### config.mk
export PLATFORM = sky130hd
export DESIGN_NAME = mult_div_ctrl
export DESIGN_NICKNAME = d
export VERILOG_FILES = /design/src/rtl/mult_div_ctrl.sv
export SDC_FILE = /design/constraint.sdc
export NUM_CORES = 1
export LEC_CHECK = 0
export ABC_AREA = 0
export CORE_MARGIN = 2
export CORE_UTILIZATION = 35
export DETAILED_ROUTE_END_ITERATION = 6
export GPL_ROUTABILITY_DRIVEN = 0
export PLACE_DENSITY = 0.54
export SETUP_SLACK_MARGIN = 0.05
export SYNTH_ARGS = -nofsm -noshare
export SYNTH_HDL_FRONTEND = slang
export SYNTH_SLANG_ARGS = --single-unit
### constraint.sdc
create_clock -name clock -period 5.15 [get_ports clock]
set_clock_uncertainty 0.05 [all_clocks]
set_input_delay 0.7725 -clock clock [delete_from_list [all_inputs] [get_ports clock]]
set_output_delay 0.7725 -clock clock [all_outputs]
set_load 0.02 [all_outputs]
### src/rtl/mult_div_ctrl.sv
// Multicycle signed MULT/DIV sequencer: shift-add multiply, restoring divide, HI/LO write pulses.
// Optional abort input is enabled by defining MULT_DIV_CTRL_ABORT_EN.
module mult_div_ctrl #(
   parameter int unsigned WIDTH = 32
) (
   input  logic             clock,
   input  logic             reset,
   input  logic             start,
   input  logic             op,
   input  logic [WIDTH-1:0] a_in,
   input  logic [WIDTH-1:0] b_in,
   output logic             busy,
   output logic             done,
   output logic             hi_write,
   output logic             lo_write,
   output logic [WIDTH-1:0] hi_out,
   output logic [WIDTH-1:0] lo_out,
   output logic             div_zero
`ifdef MULT_DIV_CTRL_ABORT_EN
   ,
   input  logic             abort
`endif
);

   localparam int unsigned CW = (WIDTH > 1) ? $clog2(WIDTH) : 1;
   localparam logic [CW-1:0] LAST = CW'(WIDTH - 1);

   typedef enum logic [2:0] {IDLE, RUN, FIX, DONE, DZERO} state_t;
   state_t state, state_nx;

   logic [CW-1:0]      count;
   logic               op_r, neg_hi, neg_lo;
   logic [WIDTH-1:0]   opd, acc_hi, acc_lo;
   logic [WIDTH-1:0]   mag_a, mag_b;
   logic [WIDTH:0]     add_sum, shifted, diff;
   logic [2*WIDTH-1:0] prod_neg;
   logic               b_zero, abort_w;

`ifdef MULT_DIV_CTRL_ABORT_EN
   assign abort_w = abort;
`else
   assign abort_w = 1'b0;
`endif

   assign b_zero = (b_in == '0);
   assign mag_a  = a_in[WIDTH-1] ? -a_in : a_in;
   assign mag_b  = b_in[WIDTH-1] ? -b_in : b_in;

   // Multiply: acc_hi accumulates, acc_lo holds the multiplier and shifts out LSB-first.
   // Divide: acc_hi is the partial remainder, acc_lo shifts dividend out and quotient in.
   assign add_sum  = {1'b0, acc_hi} + (acc_lo[0] ? {1'b0, opd} : '0);
   assign shifted  = {acc_hi, acc_lo[WIDTH-1]};
   assign diff     = shifted - {1'b0, opd};
   assign prod_neg = -{acc_hi, acc_lo};

   always_ff @(posedge clock or posedge reset) begin
      if (reset) state <= IDLE;
      else       state <= state_nx;
   end

   always_comb begin
      state_nx = state;
      busy     = 1'b1;
      done     = 1'b0;
      hi_write = 1'b0;
      lo_write = 1'b0;
      div_zero = 1'b0;
      case (state)
         IDLE: begin
            busy = 1'b0;
            if (start) state_nx = (op && b_zero) ? DZERO : RUN;
         end
         RUN: begin
            if (abort_w)             state_nx = IDLE;
            else if (count == LAST)  state_nx = FIX;
         end
         FIX:  state_nx = abort_w ? IDLE : DONE;
         DONE: begin
            done     = 1'b1;
            hi_write = 1'b1;
            lo_write = 1'b1;
            state_nx = IDLE;
         end
         DZERO: begin
            div_zero = 1'b1;
            state_nx = IDLE;
         end
         default: state_nx = IDLE;
      endcase
   end

   always_ff @(posedge clock or posedge reset) begin
      if (reset) begin
         count  <= '0;
         op_r   <= 1'b0;
         neg_hi <= 1'b0;
         neg_lo <= 1'b0;
         opd    <= '0;
         acc_hi <= '0;
         acc_lo <= '0;
         hi_out <= '0;
         lo_out <= '0;
      end else begin
         case (state)
            IDLE: begin
               if (start && !(op && b_zero)) begin
                  count  <= '0;
                  op_r   <= op;
                  neg_lo <= a_in[WIDTH-1] ^ b_in[WIDTH-1];
                  neg_hi <= op ? a_in[WIDTH-1] : (a_in[WIDTH-1] ^ b_in[WIDTH-1]);
                  acc_hi <= '0;
                  if (op) begin
                     opd    <= mag_b;
                     acc_lo <= mag_a;
                  end else begin
                     opd    <= mag_a;
                     acc_lo <= mag_b;
                  end
               end
            end
            RUN: begin
               count <= count + CW'(1);
               if (!op_r) begin
                  {acc_hi, acc_lo} <= {add_sum, acc_lo[WIDTH-1:1]};
               end else if (!diff[WIDTH]) begin
                  acc_hi <= diff[WIDTH-1:0];
                  acc_lo <= {acc_lo[WIDTH-2:0], 1'b1};
               end else begin
                  acc_hi <= shifted[WIDTH-1:0];
                  acc_lo <= {acc_lo[WIDTH-2:0], 1'b0};
               end
            end
            FIX: begin
               if (!abort_w) begin
                  if (!op_r) begin
                     {hi_out, lo_out} <= neg_lo ? prod_neg : {acc_hi, acc_lo};
                  end else begin
                     hi_out <= neg_hi ? -acc_hi : acc_hi;
                     lo_out <= neg_lo ? -acc_lo : acc_lo;
                  end
               end
            end
            default: ;
         endcase
      end
   end

endmodule

**Run 1: metal 1**

Scale bar: 50 um.
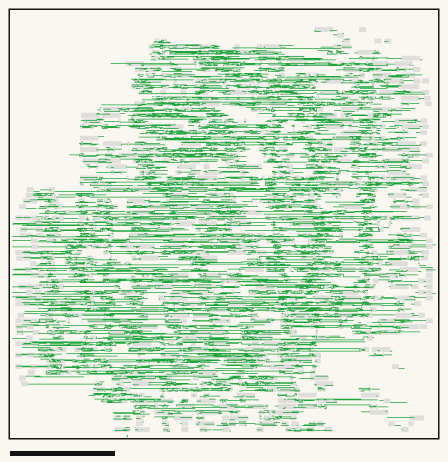
longest straight run: 53.8 um
nets with wire on the layer: 1766
met1 Resource Use GR: 0.316
overall via count from detail_route: 12900
detailed-route wire length: 43.9 mm

**Run 1: metal 2**

Scale bar: 50 um.
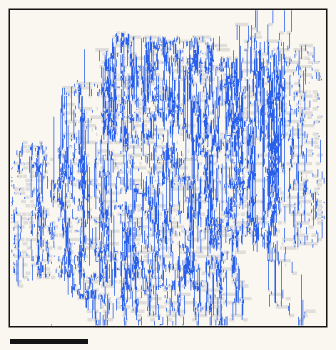
main direction: vertical
wire length on this layer: 19300 um
share of all routed wire: 44%

**Run 1: M3 wires**

Scale bar: 50 um.
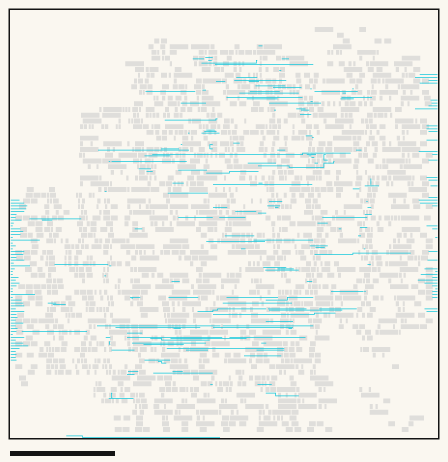
nets with wire on the layer: 202
wire length on this layer: 2550 um
share of all routed wire: 5.8%
met3 Resource Use GR: 0.0299

**Run 1: signal wires on met4**

Scale bar: 50 um.
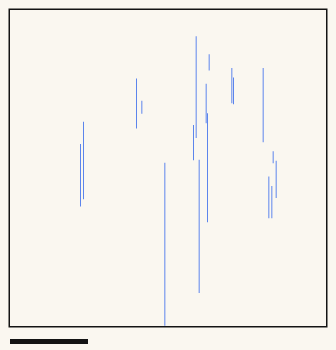
longest straight run: 105 um
share of all routed wire: 1.6%
nets with wire on the layer: 16
main direction: vertical

==> flow_summary.ini, run 1 <==
; flow metrics
[pwr]
p_clk_frac = 0.114
comb_power_w = 0.00732
power-top-group = combinational logic
power.net_switching_w = 0.00569
power_density_mw_per_mm2 = 698
switching_share = 0.499
internal_power_w = 0.00572
power_sequential_w = 0.00278

[layout]
nNonClkInverters = 60
post_route_cells_drive_above_1_share = 0.0487
seq_cell_count = 171
nNetsFinal = 1935
layout.cell_area.non_filler_mm2 = 0.0163
layout_top_cells = 217 x o21ai_0, 215 x nand2_1, 170 x dfrtp_1
area.share.sequential = 0.262
layoutNonFillerInstCount = 2333
layout.clock.cell_area_share = 0.0354
seq_area_mm2 = 0.00428
flow.area_growth_from_synthesis_pct = 17.0
combGateArea_mm2 = 0.00904
clkbuf_count = 19
insertedDiodeCount = 0
comb_cells = 1386
final_layout_top_logic_cell = o21ai_0
area_share_nonclk_buffers = 0.0952
layout.core_utilization = 0.413

[synth]
synth_top_area_share = 0.306
synthMostInstantiatedCell = o21ai_0
yosysTopAreaCell = dfrtp_1
yosys_cell_count = 1722
aoi_share = 0.243
mux_share = 0.0492
ys_seq_share = 0.306
synth.yosys.warnings = 0
ys_area_mm2 = 0.0140
top_cells_by_count = 217 x o21ai_0, 215 x nand2_1, 171 x dfrtp_1
ys_types = 83
synth.cellmix.xorXnorShare = 0.110
post_synth_and_or_nand_nor_area_fraction = 0.178
syn-mean-instance-area_um2 = 8.11

[route]
drt-initial-drc-count = 1124
m1WireLength_mm = 21.4
wire_per_inst_um = 18.8
drcViolationCount = 0
final_antenna_net_count = 0
met2_length_mm = 19.3

[timing]
timing.final.setup_violations = 0
rsz0062_at_grt = false
final_worst_setup_slack_ns = 0.779
fin_crit_ns = 4.37
setup_tns_ns = 0
layout_worst_path_cycle_share = 0.849
hold_violations = 0
relSlewSlack = 0.217

[place]
dp.final_hpwl_mm = 33.7
dp_cells = 2301
post-place-ws_ns = 0.694

[clock_tree]
worst_case_clock_buffer_depth = 2
tritoncts_clock_tree = yes
cts-root-buf = clkbuf_16
cts_setup_buffers = 0
clk_pin_slew_ns = 0.07
clk-insertion-delay-late_ns = 0.44

[global_route]
pin_count_of_the_biggest_net_entering_global_routing = 172
wire_length_of_the_first_global_routing_pass_mm = 69.6
initial_antenna_violation_count = 4
grt.busiest_layer = met2
grt_remaining_overflow = 0
global_route.usage.met2 = 0.329
first_global_vias = 12200
grt.total_usage = 0.214

[setup_path]
worst_r2r_endpoint = acc_hi[31]$_DFFE_PP0P_
worst_r2r_startpoint = acc_lo[0]$_DFFE_PP0P_
start_kind = flop
cp_slowest_cell = a311oi_1
critical_path.n_buffers_inverters = 3
cpPeakStageDelay_ns = 0.52
largest_driver_fanout_on_the_critical_path = 20
arrival_ns = 4.65
reg2reg_setup_slack_ns = 0.78
critPathRequiredTime_ns = 5.43
worst_path_dominant_cell_family = AND-OR/OR-AND gates
worst_setup_path_class = reg2reg
endpoint = acc_hi[31]$_DFFE_PP0P_

[run]
max_cap_viol_count = 0
openroad.warnings = 30

[worst_hold_path]
hold_critical_path_depth = 2
hold_class = reg2reg
hold_start = hi_out[5]$_DFFE_PP0P_

[outcome]
status = finished, final reports clean

[floorplanning]
floorplan.io_pins = 137
dieArea_mm2 = 0.0415
tapcell.inserted = 525
placement_rows = 73
**Run 1: routing congestion map**

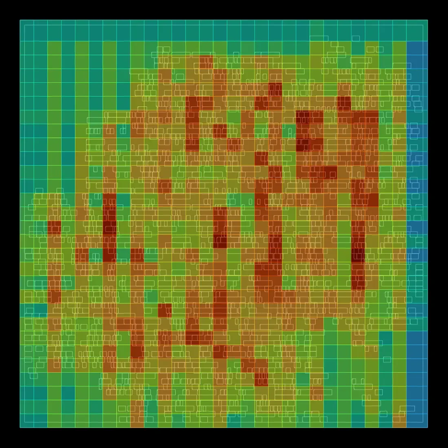

==> inputs of run 2 (changes only) <==
- clock period: 5.15 -> 3.9 ns (I/O delays scaled with it)
**Run 2: routing congestion map**

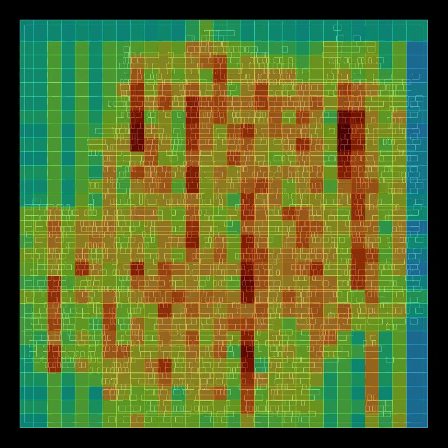
met2 Resource Use GR: 0.334
Top Usage Layer GRT: met2
post-detailed-route wirelength per cell: 18.4 um
GR Util All Layers: 0.221

**Run 2: metal 1**

Scale bar: 50 um.
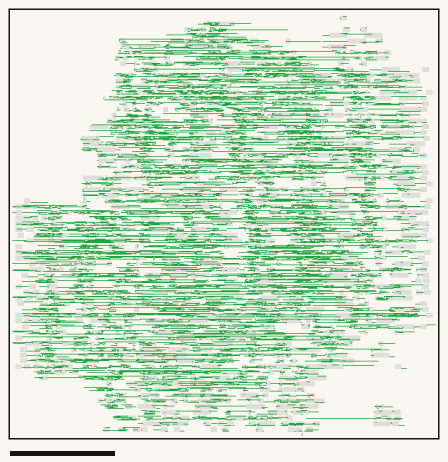
wire length on this layer: 22.6 mm
main direction: horizontal
share of all routed wire: 50%
nets with wire on the layer: 1887
longest straight run: 68.5 um

==> run 2 against run 1 <==
Effect of this change:
- critical path depth is 1 lower
- core utilization is 2.8 points higher
- non-clock buffer count is 128 higher
- combinational power is 54% higher
- fmax is 20% higher
- flip-flop count stayed put
- count of clock-buffer cells in the layout is 3 higher
- sequential share of layout area is 1.6 points lower
- worst setup slack worse by 0.51 ns
- clock power is 34% higher
- highest routed layer unchanged
==> flow_summary.ini, run 2 <==
; flow metrics
[outcome]
status = finished, final reports clean

[pwr]
switching_share = 0.476
power_sequential_w = 0.00318
power.net_switching_w = 0.00772
power-top-group = combinational logic
comb_power_w = 0.0113
power_density_mw_per_mm2 = 930
p_clk_frac = 0.108

[clock_tree]
clk_pin_slew_ns = 0.07
clk-insertion-delay-late_ns = 0.45
cts_setup_buffers = 0
worst_case_clock_buffer_depth = 2
tritoncts_clock_tree = yes
cts-root-buf = clkbuf_16

[layout]
final_layout_top_logic_cell = nand2_1
nNetsFinal = 2063
clkbuf_count = 22
layout.clock.cell_area_share = 0.0331
seq_cell_count = 171
seq_area_mm2 = 0.00428
comb_cells = 1386
area_share_nonclk_buffers = 0.149
layout_top_cells = 215 x nand2_1, 214 x o21ai_0, 170 x dfrtp_1
area.share.sequential = 0.245
combGateArea_mm2 = 0.00910
flow.area_growth_from_synthesis_pct = 24.9
comb_share = 0.521
layoutNonFillerInstCount = 2461
layout.cell_area.non_filler_mm2 = 0.0174
insertedDiodeCount = 1
nNonClkInverters = 60

[synth]
ys_types = 83
synth_top_area_share = 0.306
ys_seq_share = 0.306
yosys_cell_count = 1722
synthMostInstantiatedCell = o21ai_0
synth.yosys.warnings = 0
mux_share = 0.0492
syn-mean-instance-area_um2 = 8.11
top_cells_by_count = 217 x o21ai_0, 215 x nand2_1, 171 x dfrtp_1
ys_area_mm2 = 0.0140
synthTopCellsByArea = dfrtp_1 31%, o21ai_0 7.8%, ha_1 6.3%
aoi_share = 0.243
post_synth_and_or_nand_nor_area_fraction = 0.178

[timing]
rsz0062_at_grt = false
layout_worst_path_cycle_share = 0.930
fin_crit_ns = 3.63
hold_violations = 0
timing.final.setup_violations = 0
final_worst_setup_slack_ns = 0.272
relSlewSlack = 0.409

[setup_path]
critical_path.n_buffers_inverters = 2
largest_driver_fanout_on_the_critical_path = 6
worst_r2r_endpoint = acc_hi[3]$_DFFE_PP0P_
endpoint = acc_hi[3]$_DFFE_PP0P_
cpPeakStageDelay_ns = 0.39
start_kind = flop
worst_setup_path_class = reg2reg
reg2reg_setup_slack_ns = 0.27
timing.reg2reg.worst_path_depth = 13
arrival_ns = 3.89
worst_path_dominant_cell_family = AND-OR/OR-AND gates
cp_slowest_cell = dfrtp_1
worst_r2r_startpoint = opd[9]$_DFFE_PP0P_
crit_chain = inv_1 > ha_1 > a211o_1 > a221oi_2 > or3_1 > nand3_1 > a31o_2 > a221o_1 > xor2_4 > buf_12 > mux2_2 > a21oi_1 > o21ai_0

[global_route]
first_global_vias = 12700
initial_antenna_violation_count = 1
wire_length_of_the_first_global_routing_pass_mm = 71.8
pin_count_of_the_biggest_net_entering_global_routing = 74
globalRouteMet1Util = 0.331
met3_usage = 0.0320

[floorplanning]
floorplan.io_pins = 137
placement_rows = 73
dieArea_mm2 = 0.0415
tapcell.inserted = 525

[route]
final_antenna_net_count = 0
m1WireLength_mm = 22.6
met2_length_mm = 19.5
detailroute.via_count = 13400
drt-initial-drc-count = 1088
route.final.wire_length_mm = 45.4
drcViolationCount = 0

[run]
openroad.warnings = 27

[worst_hold_path]
hold_start = hi_out[17]$_DFFE_PP0P_
hold_critical_path_depth = 2

[place]
dp.final_hpwl_mm = 36.4
dp_cells = 2429
Power figures rest on the tool's default switching activity, not on a simulated workload.
